Figure 1. Ports around the boundary.
Pins as bars across the die edge, other pins in grey.
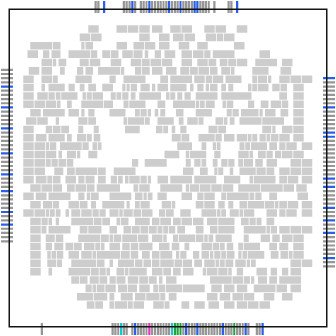
Figure 2. The clock network.
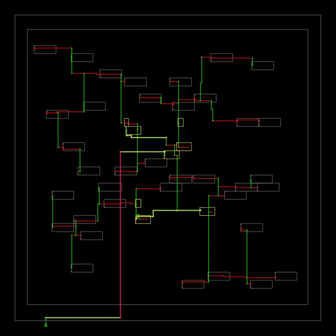
Figure 3. Clock wires, drivers and flops.
Bar = 20 um.
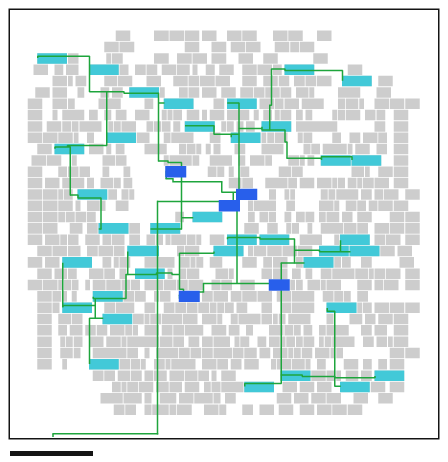
Figure 4. Sequential cells coloured by netlist name.
Other sequential cells in the stronger grey, the rest of the logic in the fainter grey.
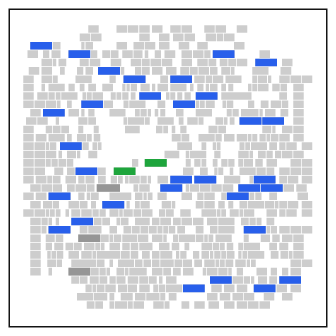
===== src/rtl/mux_arb_n_pkg.sv =====
// Shared encodings and default sizing for the N-way arbitrating mux.
package mux_arb_n_pkg;
    localparam logic MODE_FIXED = 1'b0;
    localparam logic MODE_RR    = 1'b1;

    localparam int DEF_WIDTH = 32;
    localparam int DEF_NCH   = 4;
endpackage


===== src/rtl/mux_arb_n_rr_arbiter.sv =====
// Combinational rotating-priority picker: first requester after ptr wins.
module rr_arbiter
#(
    parameter int NCH  = 4,
    parameter int SELW = 2
) (
    input  logic [NCH-1:0]  req,
    input  logic [SELW-1:0] ptr,
    output logic [SELW-1:0] grant,
    output logic            any_grant
);
    logic [SELW-1:0] idx;

    // NCH is a power of two, so SELW-bit truncation gives the modulo wrap;
    // offset NCH lands back on ptr itself as the lowest priority.
    always_comb begin
        grant     = '0;
        any_grant = 1'b0;
        idx       = '0;
        for (int i = 1; i <= NCH; i++) begin
            idx = ptr + SELW'(i);
            if (!any_grant && req[idx]) begin
                grant     = idx;
                any_grant = 1'b1;
            end
        end
    end
endmodule


===== src/rtl/mux_arb_n.sv =====
// NCH-channel mux with fixed or round-robin select into a one-entry output register.
module mux_arb_n
    import mux_arb_n_pkg::*;
#(
    parameter int WIDTH = DEF_WIDTH,
    parameter int NCH   = DEF_NCH,
    parameter int SELW  = $clog2(DEF_NCH)
) (
    input  logic                 clk,
    input  logic                 rst,
    input  logic [NCH*WIDTH-1:0] in_data,
    input  logic [NCH-1:0]       in_valid,
    output logic [NCH-1:0]       in_ready,
    input  logic                 mode,
    input  logic [SELW-1:0]      sel,
    output logic [WIDTH-1:0]     out_data,
    output logic                 out_valid,
    output logic [SELW-1:0]      out_ch,
    input  logic                 out_ready
);
    logic [WIDTH-1:0] ch_data [NCH];
    logic [SELW-1:0]  ptr, rr_gnt, gnt;
    logic             rr_any, any, can_load, xfer;

    for (genvar i = 0; i < NCH; i++) begin : g_ch
        assign ch_data[i] = in_data[i*WIDTH +: WIDTH];
    end

    rr_arbiter #(.NCH(NCH), .SELW(SELW)) u_rr (
        .req       (in_valid),
        .ptr       (ptr),
        .grant     (rr_gnt),
        .any_grant (rr_any)
    );

    // Grant is purely combinational so mode/sel changes act in the same cycle.
    always_comb begin
        gnt = rr_gnt;
        any = rr_any;
        if (mode == MODE_FIXED) begin
            gnt = sel;
            any = in_valid[sel];
        end
        can_load = !out_valid || out_ready;
        xfer     = any && can_load && !rst;
        in_ready = xfer ? (NCH'(1) << gnt) : '0;
    end

    always_ff @(posedge clk) begin
        if (rst) begin
            out_valid <= 1'b0;
            out_data  <= '0;
            out_ch    <= '0;
            ptr       <= SELW'(NCH - 1);
        end else if (xfer) begin
            out_valid <= 1'b1;
            out_data  <= ch_data[gnt];
            out_ch    <= gnt;
            if (mode == MODE_RR)
                ptr <= gnt;
        end else if (out_ready) begin
            out_valid <= 1'b0;
        end
    end
endmodule


===== config.mk =====
export PLATFORM = sky130hd
export DESIGN_NAME = mux_arb_n
export DESIGN_NICKNAME = d
export VERILOG_FILES = /design/src/rtl/mux_arb_n_pkg.sv /design/src/rtl/mux_arb_n_rr_arbiter.sv /design/src/rtl/mux_arb_n.sv
export SDC_FILE = /design/constraint.sdc
export NUM_CORES = 1
export LEC_CHECK = 0
export ABC_CLOCK_PERIOD_IN_PS = 2400
export CAP_MARGIN = 20
export CORE_MARGIN = 4
export CORE_UTILIZATION = 43
export CTS_CLUSTER_SIZE = 16
export DETAILED_ROUTE_END_ITERATION = 6
export PLACE_DENSITY = 0.83
export SYNTH_ARGS = -nofsm -noshare
export SYNTH_HDL_FRONTEND = slang
export SYNTH_SLANG_ARGS = --single-unit
export TNS_END_PERCENT = 50

===== constraint.sdc =====
create_clock -name clk -period 2.4 [get_ports clk]
set_input_delay 0.48 -clock clk [delete_from_list [all_inputs] [get_ports clk]]
set_output_delay 0.48 -clock clk [all_outputs]
set_load 0.02 [all_outputs]

==> Changelog: implementation <==
### Implementation results

- Status: completed
- R2R cell count: 12
- Met1 usage: 33.78%
- DR DRC count: 0
- GRT overflow: 0
- Tot GR Track Use: 27.75%
- # rows: 34
- Setup Viol. Count Final: 0
- DRT met1 WL: 5.771 mm
- Non-clk bufs: 218
- Critical Path RT: 1920 ps
- DR pass1 iterations: 5
- DR WL met3: 1.400 mm
- Clk root buf: clkbuf_8
- Design area: 5899 sq um
- Yosys cell types: 40
- Area grow syn2layout: 52.84%
- Startpoint Class: input pin
- Max Cap Violations: 0
- Pwr Total: 2.515 mW
- Vias post-DR: 4758
- Most frequently placed logic cell in the final layout: clkdlybuf4s50_1
- Critical Path Max Stage Delay: 510 ps
- Seq pwr share: 29.3%
- Post-synth tally of flip-flops with integrated enable: 0
- Comb pwr share: 52.7%
- Rel. slew slack: 44.08%
- Achievable clock frequency: 0.4219 GHz
- Seq share, synth: 19.19%
- Wire length per cell after detailed routing: 19.78 um
- Worst setup margin: 29.59 ps
- Crit path launch: in_valid[1]
- Core ar.: 8721 sq um
- Synthesized registers: 37
- Layout fillers: 692
- Gpl congestion: 0.9786
- Via density: 6.195
- Chip Area: 10560 sq um
- Internal Power: 1.554 mW
- R2R Setup Slk: 130 ps
- # clock sinks: 37
- CP max FO: 5
- Place WS: -726.2 ps
- Worst Max-Slew Pin Slew: 838.8 ps
- Share of layout cells above drive strength 1: 15.30%
About Figure 1:
[magenta] `out_ready` | pins: 1 | direction: input | edge: bottom
[green] `in_ready` | pins: 4 | direction: output | edge: bottom
[cyan] `sel` | pins: 2 | direction: input | edge: bottom
[blue] `out_data` | pins: 32 | direction: output | edge: 10 right, 8 left, 8 top, 6 bottom
all pins by edge: 52 bottom, 46 right, 42 left, 37 top
Port Buffers: 176
die height: 102.7 um
Die Wd: 102.7 um

About Figure 2:
Inserted Clock Buffers: 5
Fin Clk Skew: 8.906 ps

About Figure 3:
[cyan] flip-flops | count: 37
[green] clock wires | length: 647 um
[blue] cells driving clock nets | count: 5
routed clock nets: 6

About Figure 4:
[blue] `out_data` | sequential cells: 32 | where: spread over the die
[green] `out_ch` | sequential cells: 2
flop share of the area: 12.58%
final core utilization: 67.65%
sequential power: 0.737 mW
sequential cell area: 742.0 sq um

==> sequential cells by signal, summed over array words and instances (netlist names) <==
| signal | flops |
|---|---|
| out_ch | 2 |
| out_data | 32 |
| out_valid | 1 |
| ptr | 2 |
==> power groups by stage <==
stage	Sequential, mW	Combinational (mW)	Clock [mW]
after floorplan	0.835	0.625	0
after global placement	0.748	1.26	0
after detailed placement	0.749	1.29	0
after CTS	0.736	1.31	0.461
after global routing	0.745	1.42	0.487
final	0.737	1.33	0.452
==> cell usage after synthesis, types with 2 or more instances <==
| cell | number | area share (%) |
|---|---|---|
| nor2b_1 | 2 | 0.32 |
| and3_1 | 33 | 5.3 |
| inv_1 | 34 | 3.3 |
| mux2i_1 | 33 | 8.6 |
| a2111oi_2 | 24 | 9.3 |
| nor3b_1 | 3 | 0.58 |
| a21o_1 | 32 | 6.2 |
| a21oi_1 | 66 | 8.6 |
| nand2b_1 | 33 | 5.3 |
| buf_4 | 6 | 1.2 |
| o32ai_1 | 31 | 7.0 |
| a2111oi_0 | 7 | 1.6 |
| a211oi_1 | 32 | 6.2 |
| buf_2 | 22 | 2.9 |
| nor2_1 | 7 | 0.68 |
| dfxtp_1 | 37 | 19 |
| a31oi_1 | 2 | 0.32 |
| nand2_1 | 39 | 3.8 |
| buf_6 | 7 | 2.0 |
| clkbuf_1 | 22 | 2.1 |
==> worst reg2reg max path, stage by stage, from the launching register on <==
cell	delay, ps
dfxtp_2	360
buf_4	150
nor3b_1	230
a21oi_2	70
buf_4	140
buf_4	120
buf_4	120
buf_4	120
buf_4	130
nand3_1	90
buf_4	240
a211oi_1	90
o32ai_1	320
==> timing repair <==
item                       in CTS  in global routing
gates resized                  30                 11
setup endpoints to repair      36                 20
pin swaps                       2                  5
buffers inserted                6                  2
Power is estimated from default activity; no workload was simulated.
